Design matmul_seq_ctrl, sky130hd; sources not shown.
m3.png
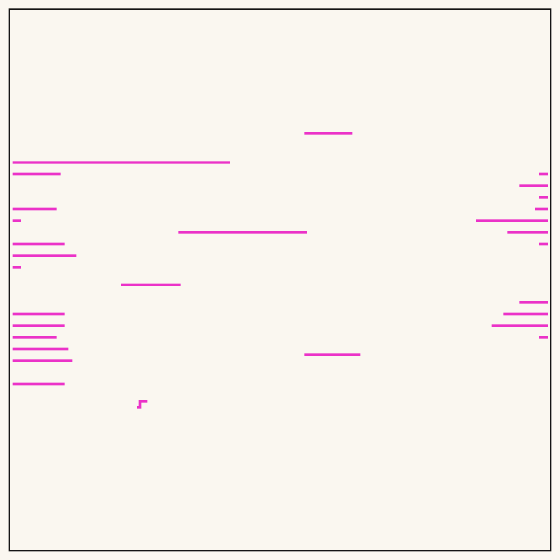
- main direction: horizontal
- share of all routed wire: 5.3%
- wire length on this layer: 153 µm
- longest straight run: 25.1 µm
GR Layer Usage met3: 4.32%
via count: 989

floorplan.png
Bar = 20 µm. Pins as bars on the die edge.
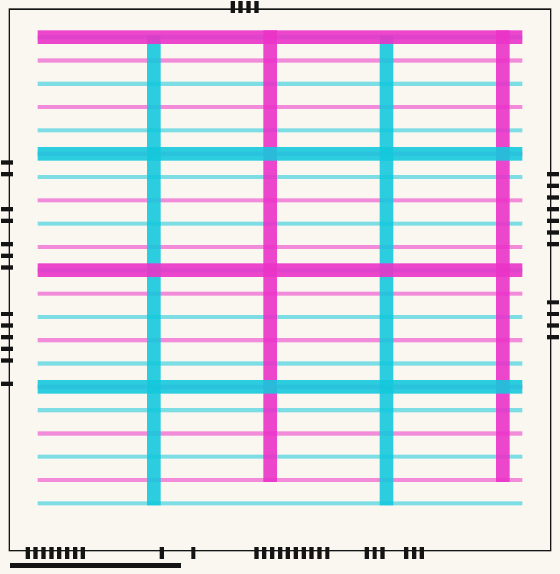
- VDD: magenta
- VSS: cyan
- met4 straps: 4
- signal pins: 54
- met5 straps: 4
- rows: 20
peak supply drop: 1.06 mV
die height: 63.0 µm
Die X: 63.0 µm
CORE AREA: 0.00308 mm²

clock_nets.png
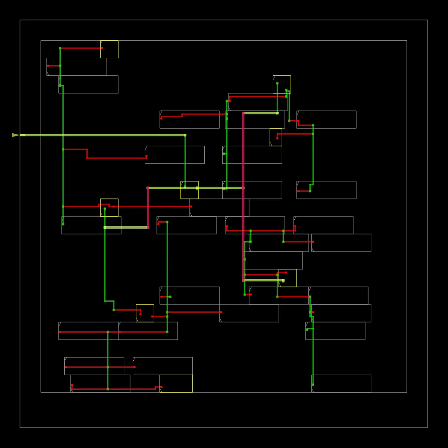
CTS sink count: 30
Clk power: 0.341 mW

m2.png
Bar = 20 µm.
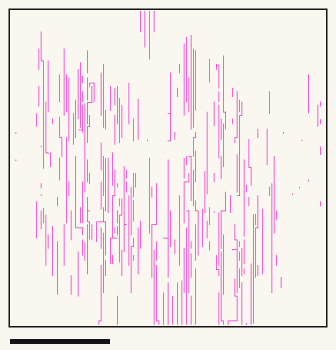
- main direction: vertical
- share of all routed wire: 53%
- wire length on this layer: 1520 µm
GRT met2 Usage: 27.3%
WL final: 2.89 mm

layers.png
Bar = 20 µm. Two of the layers only.
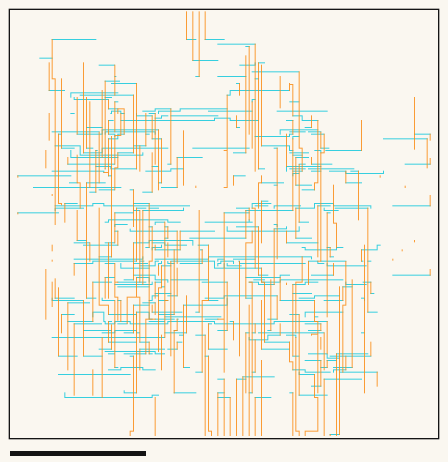
- M1: cyan (wire length 1190 µm)
- M2: orange (wire length 1520 µm)
GRT Overall Usage: 15.9%
DR WL/cell: 13.7 µm

==> run_results.csv <==
group,metric,value,unit
outcome,status,"finished, final reports clean",
synth,ys_types,25,
route,ant_nets,0,
timing,maxSlewViolCount,0,
timing,fmax,0.461,GHz
global_routing,grt_antenna_before_repair,0,
timing,rsz0062_at_grt,"no",
finish,n_antenna_cell,0,
timing,fin_hold_ws,0.294,ns
route,highest_layer,"met4",
synth,yosysWarnings,0,
job,maxCapViolations,0,
route,route.met3.wl,152,µm
worst_setup_path,crit_type,"reg2out",
route,drt-met1-wl,1.19,mm
timing,setup_violations,0,
worst_setup_path,cp_max_fo,4,
synth,syn-cell-area,0.00140,mm²
global_routing,grt_max_degree,31,
clock_network,cts_buffer_depth,2,
route,route.met2.wl,1.52,mm
timing,fin_ws,0.128,ns
synth,ys_cells,122,
synth,synth.avg_cell_area,11.5,µm²
synth,postSynthSeqShare,53.7,%
global_routing,grt_util_met1,18.7,%
pwr,p_leak,0.854,nW
timing,period_needed,2.17,ns
finish,fin_util,61.0,%
worst_setup_path,slowest_stage,"dfrtp_1",
worst_setup_path,reg2reg_depth,6,
route,drt_iter0_drc,23,
worst_setup_path,worstSetupStartpointType,"flop",
finish,fin_nets,197,
timing,final.setup.tns,0,ns
floorplanning,dieArea,0.00397,mm²
[kinds of logic after synthesis]
kind of cell	after synthesis	synth area share [%]
multiplexers	17	13.2
other	1	0.268
AND-OR/OR-AND	19	8.59
flip-flops	30	53.7
buffers and inverters	30	11.3
adder cells (fa/ha/maj)	5	4.48
AND/OR/NAND/NOR	20	8.42
[cell type report]
| class | instances | area, µm² |
|---|---|---|
| well taps | 44 | 55.1 |
| flip-flops and latches | 30 | 751 |
| repair buffers | 46 | 443 |
| clock buffers | 6 | 51.3 |
| clock inverters | 2 | 12.5 |
| multi-input cells | 65 | 500 |
| fillers | 271 | 1200 |
| inverters | 17 | 63.8 |
[synth_stat cells]
cell type,number,share of area [%]
mux2_2,12,9.7
nand4bb_1,1,0.81
mux2i_1,5,3.6
nor2_1,2,0.54
nor2b_1,1,0.45
o21ai_0,6,2.1
a221oi_1,1,0.63
ha_1,5,4.5
o32a_1,1,0.72
buf_4,10,5.4
nand4_1,1,0.45
conb_1,1,0.27
clkbuf_1,2,0.54
o22ai_1,7,3.1
buf_6,1,0.81
a31oi_1,1,0.45
nand3b_1,1,0.54
inv_1,17,4.6
a21o_1,1,0.54
a21oi_1,1,0.36
nor4b_4,1,1.7
nand3_1,5,1.8
a22o_1,1,0.63
dfrtp_1,30,54
nand2_1,8,2.1
[stage by stage]
stage | cells | cell area [µm²]
after CTS | 210 | 1880
after floorplan | 125 | 1410
after detailed placement | 202 | 1820
after global placement | 202 | 1820
after global routing | 210 | 1880
final | 210 | 1880
[critical path: cells and delay by family (launching register included)]
family	cells	cell delay, ns
adders and majority gates	1	0.33
buffers and inverters	2	0.42
DFF	1	0.42
[power by group]
group          internal [mW]  switching [mW]
registers              0.712           0.124
clock network          0.147           0.195
logic                  0.510           0.517
total                   1.37           0.836
No activity file was given, so power comes from the tool's default toggle rates.
